run_1/m1.png
Cells faint in the background.
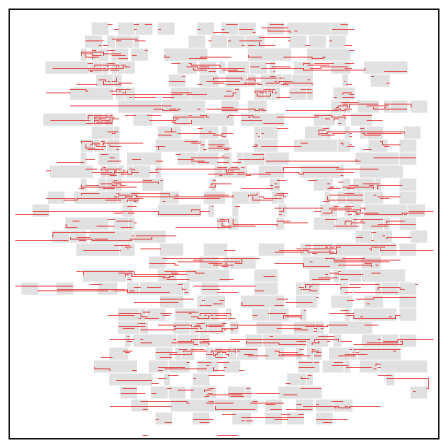
run_1/m2.png
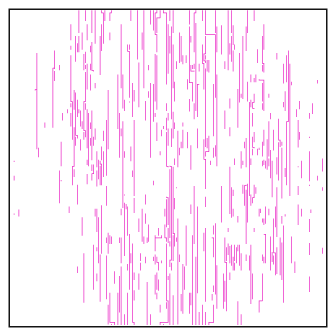
run_1/m3.png
Cells faint in the background.
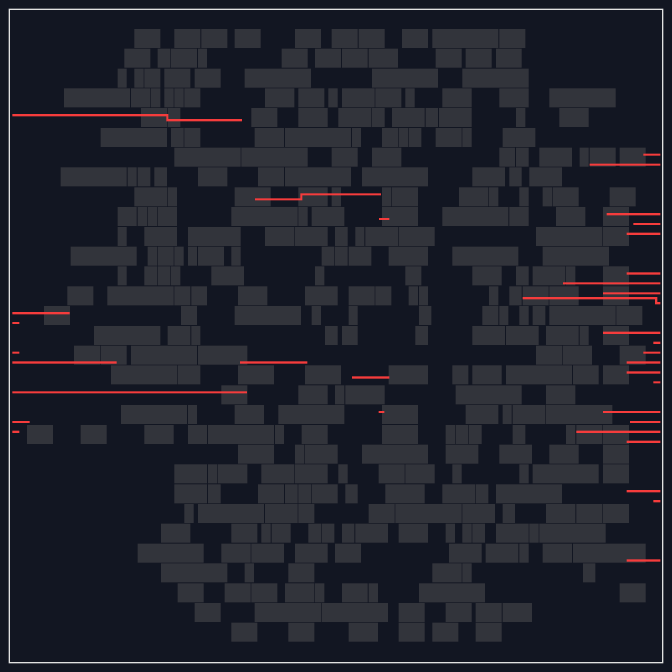
run_1/congestion_map.png
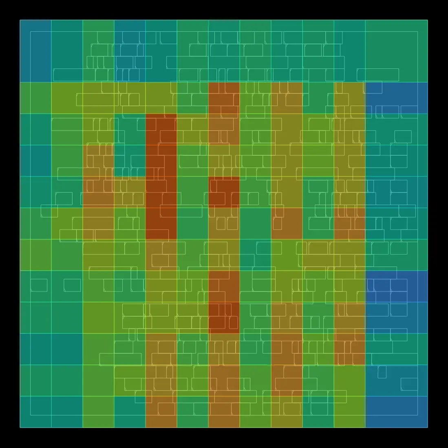
## src/rtl/argmax_sequencer.sv

```systemverilog
// Sequential argmax over a frame of NUM_VALUES streamed class scores.
// One shared comparator tracks the running maximum; the result is held on a valid/ready port.
module argmax_sequencer #(
  parameter int VALUE_WIDTH = 32,
  parameter int NUM_VALUES  = 10,
  parameter int SIGNED_CMP  = 0,
  localparam int IDX_W      = $clog2(NUM_VALUES)
) (
  input  logic                   clk,
  input  logic                   rst_n,
  input  logic                   start,
  input  logic                   clear,
  input  logic                   in_valid,
  input  logic [VALUE_WIDTH-1:0] in_data,
  output logic                   in_ready,
  output logic                   out_valid,
  input  logic                   out_ready,
  output logic [IDX_W-1:0]       max_index,
  output logic [VALUE_WIDTH-1:0] max_value,
  output logic                   busy
);

  typedef enum logic [1:0] {
    IDLE    = 2'd0,
    COLLECT = 2'd1,
    DONE    = 2'd2
  } state_t;

  localparam logic [IDX_W-1:0] LAST_IDX = IDX_W'(NUM_VALUES - 1);

  state_t           state, state_next;
  logic [IDX_W-1:0] cnt;
  logic             accept;
  logic             last;
  logic             greater;

  // Handshake outputs decode from state only, so they never depend on inputs combinationally.
  assign in_ready  = (state == COLLECT);
  assign out_valid = (state == DONE);
  assign busy      = (state != IDLE);

  assign accept = in_valid & in_ready & ~clear;
  assign last   = (cnt == LAST_IDX);

  always_comb begin
    if (SIGNED_CMP != 0) greater = $signed(in_data) > $signed(max_value);
    else                 greater = in_data > max_value;
  end

  // NOTE: every signal written here gets a default first, otherwise an incomplete path infers a latch.
  always_comb begin
    state_next = state;
    if (clear) begin
      state_next = IDLE;
    end else begin
      unique case (state)
        IDLE:    if (start)          state_next = COLLECT;
        COLLECT: if (accept && last) state_next = DONE;
        DONE:    if (out_ready)      state_next = IDLE;
        default:                     state_next = IDLE;
      endcase
    end
  end

  // NOTE: sequential state uses non-blocking assignments so all registers update from pre-edge values.
  always_ff @(posedge clk or negedge rst_n) begin
    if (!rst_n) state <= IDLE;
    else        state <= state_next;
  end

  // Counter returns to zero after the last accept so it never exceeds NUM_VALUES-1.
  always_ff @(posedge clk or negedge rst_n) begin
    if (!rst_n) begin
      cnt <= '0;
    end else if (clear || (state == IDLE && start)) begin
      cnt <= '0;
    end else if (accept) begin
      cnt <= last ? '0 : cnt + 1'b1;
    end
  end

  // NOTE: clear deliberately leaves the result registers alone; only rst_n zeroes them.
  always_ff @(posedge clk or negedge rst_n) begin
    if (!rst_n) begin
      max_value <= '0;
      max_index <= '0;
    end else if (accept && (cnt == '0 || greater)) begin
      max_value <= in_data;
      max_index <= cnt;
    end
  end

endmodule
```

## config.mk

```make
export PLATFORM = sky130hd
export DESIGN_NAME = argmax_sequencer
export DESIGN_NICKNAME = d
export VERILOG_FILES = /design/src/rtl/argmax_sequencer.sv
export SDC_FILE = /design/constraint.sdc
export NUM_CORES = 1
export LEC_CHECK = 0
export ABC_AREA = 0
export CAP_MARGIN = 5
export CORE_MARGIN = 2
export CORE_UTILIZATION = 35
export CTS_CLUSTER_DIAMETER = 80
export CTS_CLUSTER_SIZE = 40
export DETAILED_ROUTE_END_ITERATION = 10
export GPL_TIMING_DRIVEN = 0
export PLACE_DENSITY = 0.67
export SYNTH_ARGS = -nofsm -noshare
export SYNTH_HDL_FRONTEND = slang
export SYNTH_SLANG_ARGS = --single-unit
export TNS_END_PERCENT = 30
```

## constraint.sdc

```tcl
create_clock -name clk -period 2.7 [get_ports clk]
set_input_delay 0.27 -clock clk [delete_from_list [all_inputs] [get_ports clk]]
set_output_delay 0.27 -clock clk [all_outputs]
set_load 0.02 [all_outputs]
```

==> flow_metrics.env, run 1 <==
# flow metrics
export IMPL_design_core_area_um2=7180
export IMPL_relSlewSlack_pct=63.9
export IMPL_cts_repair_resized=0
export IMPL_top_area_share_pct=41.0
export IMPL_slew_at_the_pin_with_the_worst_max_slew_slack_ns=0.542
export IMPL_yosysWarnings=0
export IMPL_mappedNetlistNets=314
export IMPL_timing_critical_path_max_delay_family="buffers and inverters"
export IMPL_die_h_um=89.6
export IMPL_rrSetupSlack_ns=0.15
export IMPL_crit_reg2reg_capture="max_index[0]"
export IMPL_detail_route_antenna_nets=0
export IMPL_endpoint_kind="flop"
export IMPL_area_growth_syn_to_layout_pct=41.4
export IMPL_finClkSkew_ns=0.00261
export IMPL_flop_count=42
export IMPL_seq_area_frac_synth_pct=41.0
export IMPL_path_max_fanout=10
export IMPL_total_negative_setup_slacks_ns=0
export IMPL_max_cap_violations=0
export IMPL_mean_routed_wirelength_per_cell_um=13.1
export IMPL_grt_busiest_layer="met2"
export IMPL_cts_sink_count=42
export IMPL_n_clock_buffer=8
export IMPL_dpl_hpwl_mm=4.50
export IMPL_tap_cells=99
export IMPL_nonClockBufferCount=83
export IMPL_remaining_drc_errors=0
export IMPL_warnings=28
export IMPL_grt_pass1_wl_mm=8.65
export IMPL_post_place_ws_ns=-0.307
export IMPL_post_synthesis_chip_area_from_yosys_um2=2560
export IMPL_run_status="finished, final reports clean"
export IMPL_cts_hold_fix_buffers=1
export IMPL_synth_async_reset_ratio_pct=100
export IMPL_met2_wirelength_mm=2.85
export IMPL_ys_top_cells_by_count="42 x sky130_fd_sc_hd__dfrtp_1, 37 x sky130_fd_sc_hd__inv_1, 35 x sky130_fd_sc_hd__ha_1"
export IMPL_gp_congestion=0.766
export IMPL_cp_slowest_cell="sky130_fd_sc_hd__clkdlybuf4s50_1"
export IMPL_required_ns=2.88
export IMPL_floorplan_die_area_um2=8030
export IMPL_tritoncts_clock_tree="done"
export IMPL_drt_iter0_markers=40
export IMPL_final_seq_area_um2=1050
export IMPL_layout_setup_ws_ns=0.126
export IMPL_dr_max_layer_used="met4"
export IMPL_critical_path_startpoint="in_data[14]"
export IMPL_clock_latency_late_pin_ns=0.29
export IMPL_synthTopCellsByArea="sky130_fd_sc_hd__dfrtp_1 41%, sky130_fd_sc_hd__ha_1 17%, sky130_fd_sc_hd__mux2_2 14%, sky130_fd_sc_hd__inv_1 5.4%, sky130_fd_sc_hd__a21oi_1 4.3%"
export IMPL_route_detailed_vias_per_inst=4.70
export IMPL_enable_flop_cells=0
export IMPL_cp_cell_sequence="clkdlybuf4s50_1 -> ha_1 -> nand4_2 -> nor4_2 -> nand4_1 -> o211a_1 -> a21boi_4 -> buf_12 -> buf_8 -> mux2_2"
export IMPL_timing_hold_violations_final=0
export IMPL_syn_cell_area_um2=2560
export IMPL_top_class_by_area="combinational gates"
export IMPL_unique_cell_types=29
export IMPL_filler_cell_count=647
export IMPL_die_w_um=89.6
export IMPL_synth_top_cell_by_count="sky130_fd_sc_hd__dfrtp_1"
export IMPL_grt_max_degree=23
export IMPL_comb_area_um2=1340
export IMPL_finalSetupViolations=0
export IMPL_final_instance_count_excl_fill=428
export IMPL_ff_type="sky130_fd_sc_hd__dfrtp_1"
export IMPL_via_count_of_the_first_global_routing_pass=1868
export IMPL_crit_buf_inv=3
export IMPL_initial_antenna_violation_count=0
export IMPL_dr_pass1_iters=4
Notes on m1.png above:
nets with wire on the layer	363
main direction	horizontal
wire length on this layer	2460 µm
longest straight run	26.2 µm
share of all routed wire	44%
met1 Use GR: 17.0%
via total after detailed routing: 2012
wire length reported by the detailed router: 5.61 mm

Notes on m2.png above:
share of all routed wire	51%
main direction	vertical
met2 capacity usage during global routing: 24.6%

Notes on m3.png above:
share of all routed wire	4.4%
longest straight run	32.0 µm
main direction	horizontal
fraction of met3 tracks used by global routing: 4.02%

Notes on congestion_map.png above:
post-route core utilization: 50.5%
total routing resource utilization after global routing: 14.1%

-- run 1: placed cells by master (no fill, tap or decap), drive strengths merged, types with 7 or more instances in the layout --
| cell | n |
|---|---|
| o21ai | 7 |
| dfrtp | 42 |
| buf | 7 |
| a21oi | 22 |
| inv | 37 |
| nor2 | 14 |
| clkdlybuf4s50 | 75 |
| clkbuf | 8 |
| nand2 | 12 |
| nand4 | 9 |
| ha | 35 |
| mux2 | 34 |
-- run 1: registers in the layout (all words and copies together), names as in the netlist --
register   count
cnt            4
max_value     32
state          2
max_index      4
-- run 1: kinds of logic after synthesis --
kind of cell | share of synthesized area [%]
muxes | 15.3
DFF | 41.0
and+or+nand+nor | 9.81
adders and majority gates | 17.1
buffers and inverters | 7.17
AOI/OAI and AO/OA | 9.61
==> run 2: changes to the inputs <==
--- a/constraint.sdc
+++ b/constraint.sdc
@@ -3,2 +3,2 @@
 set_output_delay 0.27 -clock clk [all_outputs]
-set_load 0.02 [all_outputs]
+set_load 0.1 [all_outputs]
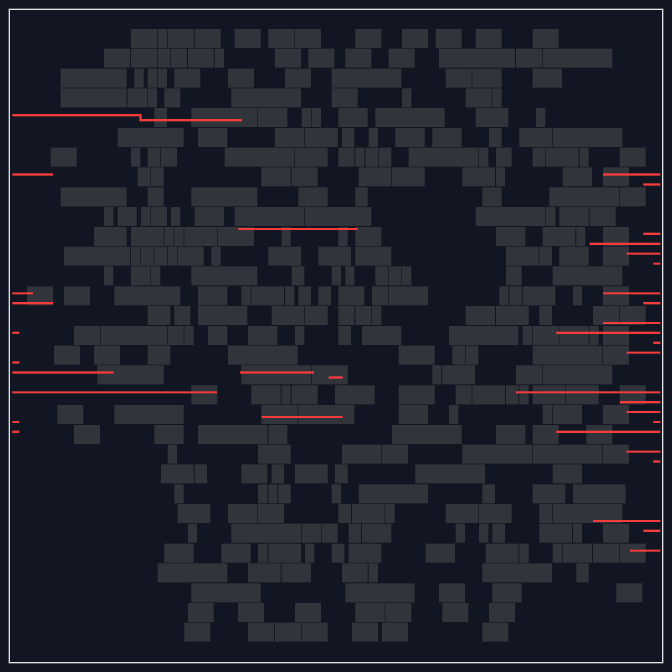
run_2/m3.png
Cells faint in the background.
fraction of met3 tracks used by global routing: 3.56%
via total after detailed routing: 1988
wire length reported by the detailed router: 5.47 mm

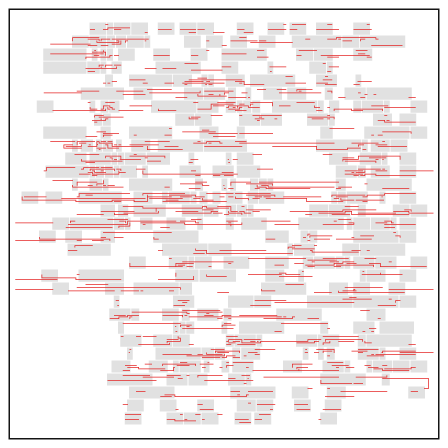
run_2/m1.png
Cells faint in the background.
wire length on this layer	2460 µm
main direction	horizontal
met1 Use GR: 18.0%

==> flow_metrics.env, run 2 <==
# flow metrics
export IMPL_post_place_ws_ns=-0.280
export IMPL_endpoint_kind="flop"
export IMPL_synthTopCellsByArea="sky130_fd_sc_hd__dfrtp_1 41%, sky130_fd_sc_hd__ha_1 17%, sky130_fd_sc_hd__mux2_2 14%, sky130_fd_sc_hd__inv_1 5.4%, sky130_fd_sc_hd__a21oi_1 4.3%"
export IMPL_initial_antenna_violation_count=0
export IMPL_die_w_um=89.6
export IMPL_grt_busiest_layer="met2"
export IMPL_mappedNetlistNets=314
export IMPL_gp_congestion=0.751
export IMPL_flop_count=42
export IMPL_largest_register="max_value"
export IMPL_n_clock_buffer=6
export IMPL_post_synth_xor_area_fraction_pct=0
export IMPL_design_core_area_um2=7180
export IMPL_utilization_pct=50.6
export IMPL_cp_slowest_cell="sky130_fd_sc_hd__dfrtp_4"
export IMPL_fraction_of_the_mapped_netlist_area_in_simple_logic_gates_pct=9.81
export IMPL_required_ns=2.87
export IMPL_ff_type="sky130_fd_sc_hd__dfrtp_1"
export IMPL_largestRegisters="max_value (32), cnt (4), max_index (4)"
export IMPL_cts_repair_resized=0
export IMPL_crit_buf_inv=2
export IMPL_use_met2_pct=23.3
export IMPL_detail_route_antenna_nets=0
export IMPL_route_detailed_vias_per_inst=4.66
export IMPL_dominant_comb_cell="adder cells"
export IMPL_seq_area_frac_synth_pct=41.0
export IMPL_rrSetupSlack_ns=0.16
export IMPL_final_seq_area_um2=1090
export IMPL_path_max_fanout=10
export IMPL_enable_flop_cells=0
export IMPL_yosysWarnings=0
export IMPL_dr_pass1_iters=4
export IMPL_run_status="finished, final reports clean"
export IMPL_unique_cell_types=29
export IMPL_timing_critical_path_max_delay_family="AND-OR/OR-AND gates"
export IMPL_final_instance_count_excl_fill=427
export IMPL_timing_hold_violations_final=0
export IMPL_die_h_um=89.6
export IMPL_dpl_hpwl_mm=4.33
export IMPL_top_area_share_pct=41.0
export IMPL_max_cap_violations=0
export IMPL_warnings=28
export IMPL_synth_async_reset_ratio_pct=100
export IMPL_grt_pass1_wl_mm=8.65
export IMPL_synth_adder_area_share_pct=17.1
export IMPL_synth_top_cell_by_count="sky130_fd_sc_hd__dfrtp_1"
export IMPL_cp_cell_sequence="inv_1 -> ha_1 -> a21oi_1 -> o21a_1 -> a2bb2oi_2 -> nand2_1 -> o211a_1 -> a21boi_4 -> buf_8 -> mux2_2"
export IMPL_finClkSkew_ns=0.00784
export IMPL_top_class_by_area="combinational gates"
export IMPL_via_count_of_the_first_global_routing_pass=1902
export IMPL_drt_iter0_markers=60
export IMPL_remaining_drc_errors=0
export IMPL_ys_sh_aoi_pct=9.61
export IMPL_tap_cells=99
export IMPL_layout_setup_ws_ns=0.161
export IMPL_dr_max_layer_used="met4"
export IMPL_nonClockBufferCount=82
export IMPL_filler_cell_count=664
==> run 2: worst max-delay path by stage <==
stage,from,to,cells after the start
detailed placement,in_data[27],max_value[14],10
CTS,max_value[27],max_value[5],10
global placement,in_data[27],max_value[20],10
global route,in_data[17],max_value[5],10
finish,max_value[27],max_value[9],10
floorplan,max_value[2],max_value[10],9
==> run 3: changes to the inputs <==
- ABC_AREA: 0 -> not set
- MAX_ROUTING_LAYER: not set -> met4
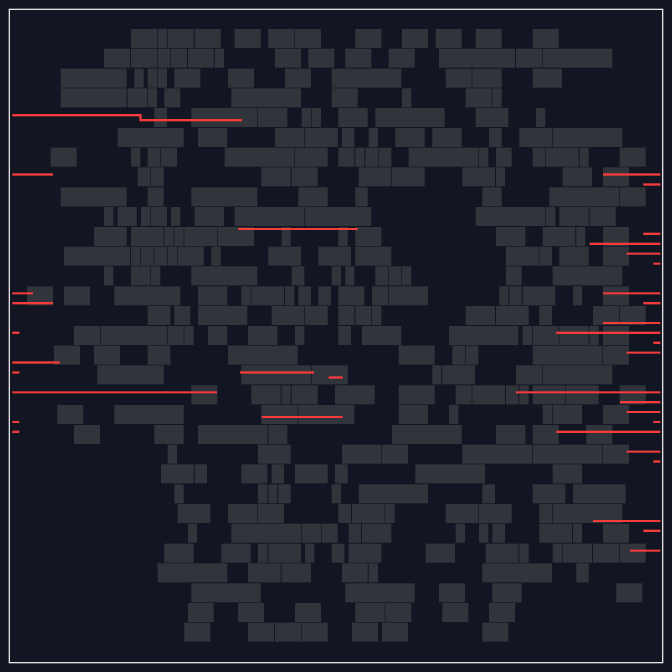
run_3/m3.png
Cells faint in the background.
share of all routed wire	4.5%
main direction	horizontal
wire length reported by the detailed router: 5.47 mm
fraction of met3 tracks used by global routing: 3.38%

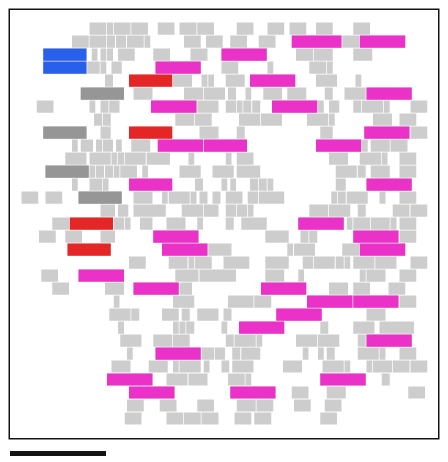
run_3/ff_map.png
Bar = 20 µm. Other sequential cells in the stronger gray, the rest of the logic in the fainter gray.
name in the netlist	color	flops
max_index	red	4
state	blue	2
max_value	magenta	32
not colored	4
sequential portion of the cell area: 30.0%
post-route core utilization: 50.6%

==> flow_metrics.env, run 3 <==
# flow metrics
export IMPL_run_status="finished, final reports clean"
export IMPL_logic_share_of_the_area_pct=37.0
export IMPL_area_growth_syn_to_layout_pct=41.6
export IMPL_logic_gate_count=159
export IMPL_dp_cells=417
export IMPL_clock_area_share_pct=2.62
export IMPL_finClkSkew_ns=0.00784
export IMPL_post_place_ws_ns=-0.280
export IMPL_grt_max_degree=35
export IMPL_r2r_worst_path_cells=10
export IMPL_layout_nets=400
export IMPL_warnings=28
export IMPL_placed_cell_areas_um2=3500
export IMPL_via_count_of_the_first_global_routing_pass=1902
export IMPL_worst_path_largest_cell_delay_ns=0.48
export IMPL_cp_start_kind="flop"
export IMPL_count_of_port_buffers_added_during_placement=76
export IMPL_mappedNetlistNets=314
export IMPL_critical_path_endpoint="max_value[9]"
export IMPL_tritoncts_clock_tree="done"
export IMPL_wl_met1_mm=2.46
export IMPL_crit_type="reg2reg"
export IMPL_enable_flop_cells=0
export IMPL_gp_congestion=0.761
export IMPL_final_instance_count_excl_fill=427
export IMPL_crit_buf_inv=2
export IMPL_remaining_drc_errors=0
export IMPL_total_negative_setup_slacks_ns=0
export IMPL_buffer_area_share_pct=23.1
export IMPL_grt_setup_unrepaired="no"
export IMPL_timing_critical_path_max_delay_family="AND-OR/OR-AND gates"
export IMPL_ys_top_cells_by_count="42 x sky130_fd_sc_hd__dfrtp_1, 37 x sky130_fd_sc_hd__inv_1, 35 x sky130_fd_sc_hd__ha_1"
export IMPL_synth_flops=42
export IMPL_endpoint_kind="flop"
export IMPL_max_clock_path_buffers=2
export IMPL_cts_sink_count=42
export IMPL_dr_pass1_iters=4
export IMPL_postSynthAreaPerCell_um2=10.6
export IMPL_tap_cells=99
export IMPL_largestRegisters="max_value (32), cnt (4), max_index (4)"
export IMPL_timing_final_crit_period_ns=2.54
export IMPL_number_of_diodes=0
export IMPL_final_max_slew_viol_count=0
export IMPL_layout_non_clock_inverters=37
export IMPL_routed_wl_met3_um=245
export IMPL_dpl_hpwl_mm=4.33
export IMPL_fmaxAchievable_mhz=394
export IMPL_largest_register="max_value"
export IMPL_use_met2_pct=23.3
export IMPL_synth_async_reset_ratio_pct=100
export IMPL_cts_clk_slew_worst_paths_ns=0.08
export IMPL_largest_register_ffs=32
export IMPL_timing_hold_ws_ns=0.378
export IMPL_top_class_by_area="combinational gates"
export IMPL_n_clock_buffer=6
export IMPL_clock_latency_late_pin_ns=0.29
export IMPL_cp_slowest_cell="sky130_fd_sc_hd__dfrtp_4"
export IMPL_flop_count=42
export IMPL_initial_antenna_violation_count=0
export IMPL_top_area_share_pct=41.0
export IMPL_final_seq_area_um2=1090
export IMPL_detail_route_antenna_nets=0
export IMPL_netlist_instances=241
export IMPL_max_cap_violations=0
export IMPL_filler_cell_count=664
export IMPL_floorplan_die_area_um2=8030
export IMPL_yosysWarnings=0
export IMPL_met2_wirelength_mm=2.70
export IMPL_ff_type="sky130_fd_sc_hd__dfrtp_1"
export IMPL_r2r_start="max_value[27]"
export IMPL_synthTopCellsByArea="sky130_fd_sc_hd__dfrtp_1 41%, sky130_fd_sc_hd__ha_1 17%, sky130_fd_sc_hd__mux2_2 14%, sky130_fd_sc_hd__inv_1 5.4%, sky130_fd_sc_hd__a21oi_1 4.3%"
export IMPL_dr_max_layer_used="met4"
export IMPL_grt_ovfl_total=0
export IMPL_top_logic_cells_by_instance_count_in_the_layout="75 x sky130_fd_sc_hd__clkdlybuf4s50_1, 37 x sky130_fd_sc_hd__inv_1, 35 x sky130_fd_sc_hd__ha_1, 33 x sky130_fd_sc_hd__mux2_2, 29 x sky130_fd_sc_hd__dfrtp_2"
export IMPL_post_synth_top_area_cell="sky130_fd_sc_hd__dfrtp_1"
export IMPL_design_core_area_um2=7180
export IMPL_grt_pass1_wl_mm=8.65
export IMPL_worstHoldPathType="in2async"
export IMPL_route_detailed_vias_per_inst=4.66
export IMPL_globalRouteTotalUtil_pct=14.3
export IMPL_seq_area_frac_synth_pct=41.0
export IMPL_die_h_um=89.6
export IMPL_cp_cell_sequence="inv_1 -> ha_1 -> a21oi_1 -> o21a_1 -> a2bb2oi_2 -> nand2_1 -> o211a_1 -> a21boi_4 -> buf_8 -> mux2_2"
export IMPL_post_synthesis_cell_count_from_yosys=241
export IMPL_crit_arrival_ns=2.71
export IMPL_grt_use_met1_pct=18.1
export IMPL_synth_top_cell_by_count="sky130_fd_sc_hd__dfrtp_1"
export IMPL_fin_crit_sh_pct=94.1
export IMPL_drive_above_1_share_pct=25.3
export IMPL_die_w_um=89.6
export IMPL_comb_area_um2=1340
export IMPL_mean_routed_wirelength_per_cell_um=12.8
export IMPL_grt_busiest_layer="met2"
export IMPL_timing_hold_violations_final=0
export IMPL_slew_at_the_pin_with_the_worst_max_slew_slack_ns=1.00
export IMPL_path_max_fanout=10
export IMPL_h_tree_depth=2
export IMPL_drt_iter0_markers=60
export IMPL_num_io_pins=77
export IMPL_layout_cells_most_common="sky130_fd_sc_hd__clkdlybuf4s50_1"
export IMPL_finalSetupViolations=0
export IMPL_crit_reg2reg_capture="max_value[9]"
export IMPL_number_of_gates_on_the_worst_path_with_buffers_counted=10
export IMPL_placementRows=31
export IMPL_syn_cell_area_um2=2560
export IMPL_critical_path_startpoint="max_value[27]"
export IMPL_root_buffer="sky130_fd_sc_hd__clkbuf_8"
export IMPL_cts_inserted_buffers=5
export IMPL_post_synthesis_chip_area_from_yosys_um2=2560
export IMPL_final_area_um2=3630
export IMPL_floorplan_core_util_pct=35.7
export IMPL_rrSetupSlack_ns=0.16
export IMPL_required_ns=2.87
export IMPL_nonClockBufferCount=82
export IMPL_vias=1988
export IMPL_relSlewSlack_pct=33.1
export IMPL_unique_cell_types=29
export IMPL_layout_setup_ws_ns=0.161
==> run 3: cell counts after synthesis <==
No cell type changed its count.
==> run 3: cell families (layout without fill, tap and decap cells) <==
family / after synthesis / count (layout) / synth area share [%]
multiplexers: 35 / 35 / 15.3
flip-flops: 42 / 42 / 41.0
AND-OR/OR-AND: 40 / 40 / 9.61
buffers and inverters: 40 / 127 / 7.17
AND/OR/NAND/NOR: 49 / 49 / 9.81
adder cells (fa/ha/maj): 35 / 35 / 17.1
==> run 3: repair_timing <==
action / 4_1_cts / 5_1_grt
pin swaps: 1 / 1
hold buffers: 1 / 0
setup buffers: 1 / 0
endpoints found under the setup margin: 30 / 31
resized: 0 / 2
hold endpoints to repair: 8 / 0
